**PDN straps and rails**

Scale bar: 50 um. Pins as bars on the die edge.
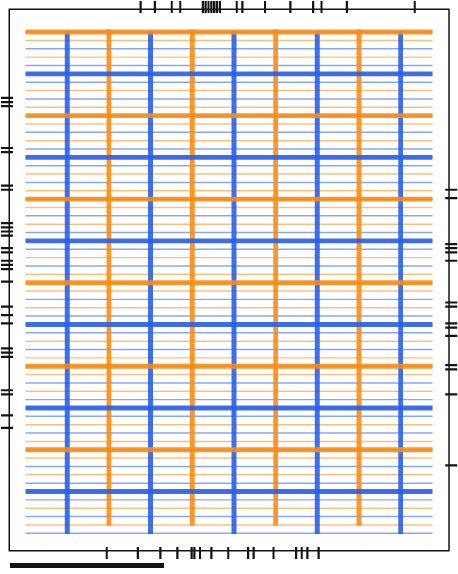
**Placement by cell class**

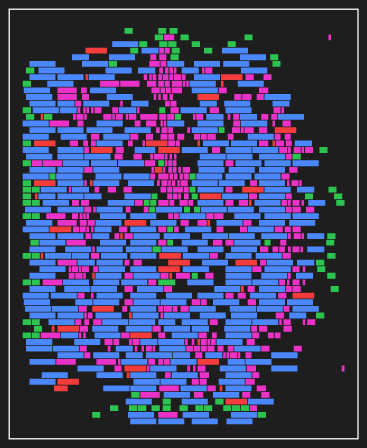
**Clock network drawn from the DEF**

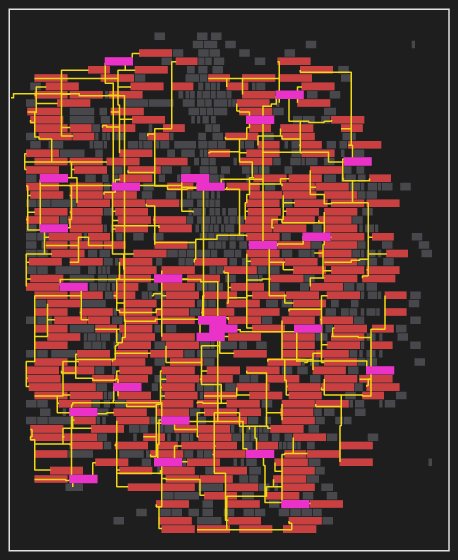
**Wiring by layer**

Scale bar: 50 um.
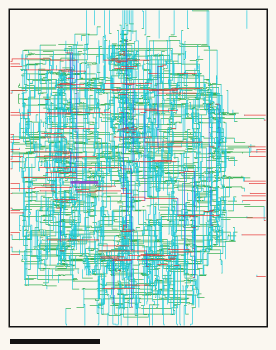
**Routing congestion**

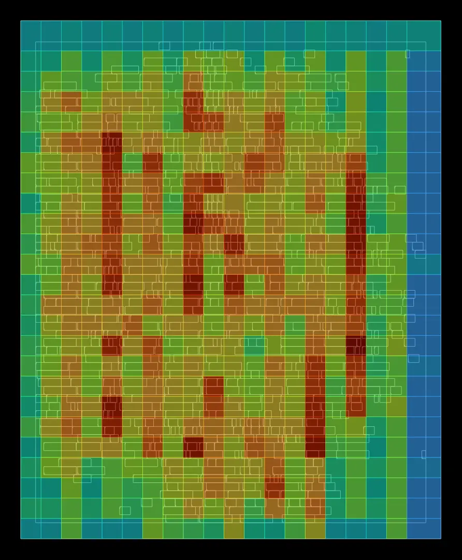
File: config.mk
export PLATFORM = sky130hd
export DESIGN_NAME = call_stack
export DESIGN_NICKNAME = d
export VERILOG_FILES = /design/src/rtl/musa_pkg.sv /design/src/rtl/rise_detect.sv /design/src/rtl/call_stack.sv
export SDC_FILE = /design/constraint.sdc
export NUM_CORES = 1
export LEC_CHECK = 0
export CELL_PAD_IN_SITES_DETAIL_PLACEMENT = 0
export CELL_PAD_IN_SITES_GLOBAL_PLACEMENT = 1
export CORE_ASPECT_RATIO = 1.25
export CORE_MARGIN = 5
export CORE_UTILIZATION = 54
export CTS_CLUSTER_DIAMETER = 100
export CTS_CLUSTER_SIZE = 14
export DETAILED_ROUTE_END_ITERATION = 7
export PLACE_DENSITY = 0.93
export SYNTH_ARGS = -nofsm -noshare
export SYNTH_HDL_FRONTEND = slang
export SYNTH_HIERARCHICAL = 1
export SYNTH_SLANG_ARGS = --single-unit
File: constraint.sdc
create_clock -name clk -period 5.65 [get_ports clk]
set_input_delay 1.13 -clock clk [delete_from_list [all_inputs] [get_ports clk]]
set_output_delay 1.13 -clock clk [all_outputs]
set_load 0.01 [all_outputs]
File: src/rtl/musa_pkg.sv
// Shared MUSA core constants: datapath/stack defaults, pcSrc encoding and stack op codes.
package musa_pkg;

  localparam int MUSA_DATA_WIDTH  = 32;
  localparam int MUSA_STACK_DEPTH = 8;

  // pcSrc encoding shared by the decoder and the PC-select mux
  localparam logic [2:0] PCSRC_RET    = 3'b000;
  localparam logic [2:0] PCSRC_NEXT   = 3'b001;
  localparam logic [2:0] PCSRC_BRANCH = 3'b010;
  localparam logic [2:0] PCSRC_JUMP   = 3'b011;

  typedef enum logic [1:0] {
    STK_NOP,
    STK_PUSH,
    STK_POP,
    STK_REPLACE
  } stack_op_t;

endpackage

File: src/rtl/rise_detect.sv
// Strobe rising-edge detector; register loads from the strobe even in reset so a held strobe never fires.
module rise_detect (
  input  logic clk,
  input  logic reset,
  input  logic strobe,
  output logic fire
);

  logic strobe_q;

  always_ff @(posedge clk) begin
    strobe_q <= strobe;
  end

  // reset masks the edge so an operation coinciding with reset is dropped
  assign fire = strobe & ~strobe_q & ~reset;

endmodule

File: src/rtl/call_stack.sv
// Return-address LIFO for CALL/RET, one operation per aux_push_pop rising edge, 1-cycle update latency.
// CALL_STACK_ERR_EN: drop push-when-full and raise sticky overflow/underflow; otherwise ring overwrite.
module call_stack
  import musa_pkg::*;
#(
  parameter int DATA_WIDTH = MUSA_DATA_WIDTH,
  parameter int DEPTH      = MUSA_STACK_DEPTH
) (
  input  logic                   clk,
  input  logic                   reset,
  input  logic                   push,
  input  logic                   pop,
  input  logic                   aux_push_pop,
  input  logic [DATA_WIDTH-1:0]  push_data,
  output logic [DATA_WIDTH-1:0]  top_data,
  output logic                   empty,
  output logic                   full,
  output logic [$clog2(DEPTH):0] count,
  output logic                   overflow,
  output logic                   underflow
);

  localparam int AW = $clog2(DEPTH);
  localparam int CW = AW + 1;

  logic                  fire;
  logic [DATA_WIDTH-1:0] mem [DEPTH];
  logic [AW-1:0]         wr_ptr;
  logic [AW-1:0]         ptr_m1;
  logic [AW-1:0]         ptr_m2;
  logic [CW-1:0]         cnt_q;
  logic [DATA_WIDTH-1:0] top_q;
  logic                  is_empty;
  logic                  is_full;
  logic                  push_ok;
  logic                  mem_we;
  logic [AW-1:0]         mem_wa;
  stack_op_t             op;

  rise_detect u_rise (
    .clk    (clk),
    .reset  (reset),
    .strobe (aux_push_pop),
    .fire   (fire)
  );

  assign is_empty = (cnt_q == '0);
  assign is_full  = (cnt_q == CW'(DEPTH));
  assign ptr_m1   = wr_ptr - AW'(1);
  assign ptr_m2   = wr_ptr - AW'(2);

`ifdef CALL_STACK_ERR_EN
  assign push_ok = ~is_full;
`else
  assign push_ok = 1'b1;
`endif

  always_comb begin
    op = STK_NOP;
    if (fire) begin
      if (push && (!pop || is_empty)) op = STK_PUSH;
      else if (push && pop)           op = STK_REPLACE;
      else if (pop)                   op = STK_POP;
    end
  end

  assign mem_we = ((op == STK_PUSH) && push_ok) || (op == STK_REPLACE);
  assign mem_wa = (op == STK_REPLACE) ? ptr_m1 : wr_ptr;

  always_ff @(posedge clk) begin
    if (mem_we) mem[mem_wa] <= push_data;
  end

`ifdef CALL_STACK_ERR_EN
  logic ovf_q;
  logic unf_q;
`endif

  always_ff @(posedge clk) begin
    if (reset) begin
      wr_ptr <= '0;
      cnt_q  <= '0;
      top_q  <= '0;
`ifdef CALL_STACK_ERR_EN
      ovf_q  <= 1'b0;
      unf_q  <= 1'b0;
`endif
    end else begin
      case (op)
        STK_PUSH: begin
          if (push_ok) begin
            // when full (ring mode) the pointer keeps walking and overwrites the oldest slot
            wr_ptr <= wr_ptr + AW'(1);
            top_q  <= push_data;
            if (!is_full) cnt_q <= cnt_q + CW'(1);
          end
`ifdef CALL_STACK_ERR_EN
          else begin
            ovf_q <= 1'b1;
          end
`endif
        end
        STK_REPLACE: top_q <= push_data;
        STK_POP: begin
          if (cnt_q > CW'(1)) begin
            wr_ptr <= ptr_m1;
            cnt_q  <= cnt_q - CW'(1);
            top_q  <= mem[ptr_m2];
          end else if (cnt_q == CW'(1)) begin
            wr_ptr <= ptr_m1;
            cnt_q  <= '0;
            top_q  <= '0;
          end
`ifdef CALL_STACK_ERR_EN
          else begin
            unf_q <= 1'b1;
          end
`endif
        end
        default: ;
      endcase
    end
  end

  assign top_data = top_q;
  assign count    = cnt_q;
  assign empty    = is_empty;
  assign full     = is_full;

`ifdef CALL_STACK_ERR_EN
  assign overflow  = ovf_q;
  assign underflow = unf_q;
`else
  assign overflow  = 1'b0;
  assign underflow = 1'b0;
`endif

endmodule

==> out/metrics.cfg <==
[synthesis]
ys_seq_share_pct=71.46
ys_cells=728
avgSynthCellArea_um2=16.32
yosys_warnings=6
synthCells=728
synth_top_area_share_pct=64.71
ys_async_sr_fraction_pct=0
synth_area_um2=11880
synth_chip_area_um2=11880
synth-main-ff-cell=edfxtp_1
edf_count=256
ys.flops=296
top_area_cell=edfxtp_1
synth_cell_types=46

[cts]
cts_hold_buf=0
cts-resized-gates=0
cts-root-buf=clkbuf_16
cts_tree=done
cts_sinks=296
path_clk_slew_ns=0.07
clk_latency_ns=0.52
h-tree-depth=1
cts_buffers=25
post-cts-setup-buffers=0
clock_path_buffers=3

[pwr]
ir_worst_vdd_mv=0.2833
seqPwrFrac_pct=57.3
power.switching_mw=0.8767
comb_power_share_pct=5.8
leakagePower_nw=4.212
p_int_mw=3.344
pwr-share-clk_pct=36.9
p_per_area_nw_per_um2=310.6

[critical_path]
path_max_fanout=37
crit_family=AND-OR/OR-AND gates
crit_slowest_cell=a211oi_4
timing.rr.start=count[0]
path_buffers=2
rr_endpoint=top_data[25]
cp_cell_sequence=clkdlybuf4s50_1 -> nor3b_2 -> and3_1 -> ha_1 -> inv_2 -> a211oi_4 -> a22oi_1 -> a311oi_1
crit_required_ns=6.06
startpoint_type=input pin
ff2ff_setup_slack_ns=1.93
cpPeakStageDelay_ns=0.81
cp-end-kind=register
rr_worst_depth=10

[finish]
syn2layout_area_growth_pct=14.40
nNetsFinal=846
layout_top_cells=edfxtp_1 (256), mux2i_1 (80), clkdlybuf4s50_1 (74)
finalInstanceArea_um2=13590
final_common_cell=edfxtp_1
insertedDiodeCount=0
layout-drive-gt1-share_pct=11.59

[sta]
fmax_ghz=0.2508
min_period_ns=3.987
fin_ws_ns=1.663
worst_pin_slew_ns=1.436
finalClockPeriodUsage_pct=70.57
rsz0062_at_grt=false
setup_violations=0
max_slew_margin_pct=4.044

[placement]
placed_area_um2=12870
portBuffers=74
hpwl_mm=15.18
place_ws_ns=1.195
globalplace.congestion=0.8244

[global_routing]
grt_max_degree=65
overflow=0
grt_pass1_vias=7101
grt_use_met2_pct=34.38
grt_first_pass_wirelength_mm=38.89

[floorplan]
die_area_um2=25080
io_pins=77
core_region_area_um2=21620

[routing]
postRouteAntennaNets=0
drcViolationCount=0
vias_per_cell=6.140
drt_first_iter_violations=576
drt-pass1-iter-count=5

[status]
status=completed

[min_path]
hold_depth=2
hp-start=top_data[18]
min_path_type=register to register
hold_end=top_data[18]

[job]
drv_cap=0
warning_count=31

Back to the opening pictures, 'PDN straps and rails':
[VSS] blue
[VDD] orange
met4 straps: 9
signal pins: 77
met5 straps: 12
die y size: 175.8 um
Die Wd: 142.7 um

Back to the opening pictures, 'placement by cell class':
[registers] blue | cells: 296
[remaining buffers and delay cells] green | cells: 93
[remaining logic cells] magenta | cells: 385
[clock drivers and dummy loads] red | cells: 46
Cell Rows: 60
register share of the cell area: 62.49%

Back to the opening pictures, 'clock network drawn from the DEF':
[clock-net drivers] magenta | count: 25
[flip-flops] red | count: 296
[clock wires] yellow | length: 2970 um
flops lie: all over the die
routed clock nets: 26
Clock Skew: 0.01355 ns
P_clk: 1.56 mW

Back to the opening pictures, 'wiring by layer':
[M2] cyan | wire length: 13000 um
[M5] purple | wire length: 13.8 um
[M4] blue | wire length: 714 um
[M1] green | wire length: 9640 um
[M3] red | wire length: 1480 um
DR vias: 6748
drt total wl: 24.81 mm
routed len/inst: 22.58 um

Back to the opening pictures, 'routing congestion':
Most Used Layer, Global Route: met2
fin util: 62.85%
M3 GR Usage: 2.696%
gr usage total: 19.69%
met1 Use GR: 25.14%

==> logic make-up (layout without fill, tap and decap cells) <==
group,after synthesis,count (layout),share of synthesized area [%]
buf+inv,57,148,2.675
xor+xnor,5,5,0.4319
other cells,1,2,0.03157
simple gates,111,111,4.192
compound gates,138,138,8.985
fa+ha+maj,8,8,0.8427
mux,112,112,11.39
flops,296,296,71.46
==> routing by layer <==
metal | share of wire (%) | wire (um)
met1 | 39 | 9640
met2 | 52 | 12960
met3 | 6.0 | 1477
met4 | 2.9 | 714
met5 | 0.052 | 13
==> power by group through the flow <==
stage               Sequential [mW]  Combinational, mW  Clock (mW)
finish                         2.42              0.245        1.56
global route                   2.42              0.265        1.68
CTS                            2.42              0.246        1.59
detailed placement             2.46              0.244           0
global placement               2.46              0.235           0
floorplan                      2.46              0.143           0
==> tightest hold or removal path: stages, from the launching register on <==
cell,delay [ns]
dfxtp_1,0.31
nor2_1,0.09
a311oi_1,0.05
==> stage by stage <==
stage               power, mW  cells  hold slack [ns]
detailed placement      2.708   1053           0.4925
floorplan               2.600    729           0.5184
global placement        2.699   1053           0.4956
CTS                     4.249   1099           0.5025
global route            4.367   1099           0.5338
finish                  4.221   1099           0.4979
==> sequential cells by signal, indices dropped and copies added (netlist names) <==
name / count
count: 4
mem: 256
top_data: 32
u_rise/strobe_q: 1
wr_ptr: 3
==> how the worst max path moves through the flow <==
stage,from,end,cells after the start
after CTS,aux_push_pop,top_data[25],8
after floorplan,reset,mem[4][0],7
after detailed placement,aux_push_pop,top_data[25],8
after global placement,aux_push_pop,mem[3][2],9
final,aux_push_pop,top_data[25],8
after global routing,aux_push_pop,top_data[25],8
==> cells in the mapped netlist, types with 3 or more instances <==
| master | n |
|---|---|
| buf_6 | 6 |
| mux4_2 | 17 |
| mux2i_1 | 80 |
| xnor2_1 | 3 |
| dfxtp_1 | 40 |
| a2bb2oi_1 | 16 |
| nand2_1 | 39 |
| o21ai_0 | 6 |
| buf_2 | 14 |
| edfxtp_1 | 256 |
| buf_4 | 11 |
| a31oi_1 | 3 |
| a311oi_1 | 34 |
| o211ai_1 | 15 |
| o22ai_1 | 17 |
| clkbuf_1 | 17 |
| a22oi_1 | 33 |
| mux2_2 | 15 |
| nor2b_1 | 5 |
| nor3_1 | 5 |
| nor3b_1 | 3 |
| a21oi_1 | 6 |
| inv_1 | 8 |
| ha_1 | 8 |
| nor2_1 | 46 |
==> area by class of cell <==
| class | count | area [um2] |
|---|---|---|
| Inverter | 9 | 33.78 |
| Fill cell | 1512 | 8031 |
| Clock inverter | 2 | 25.02 |
| Multi-Input combinational cell | 376 | 3097 |
| Sequential cell | 296 | 8492 |
| Timing Repair Buffer | 93 | 895.9 |
| Tap cell | 279 | 349.1 |
| Clock buffer | 44 | 696.9 |
Power and IR drop assume default switching activity.
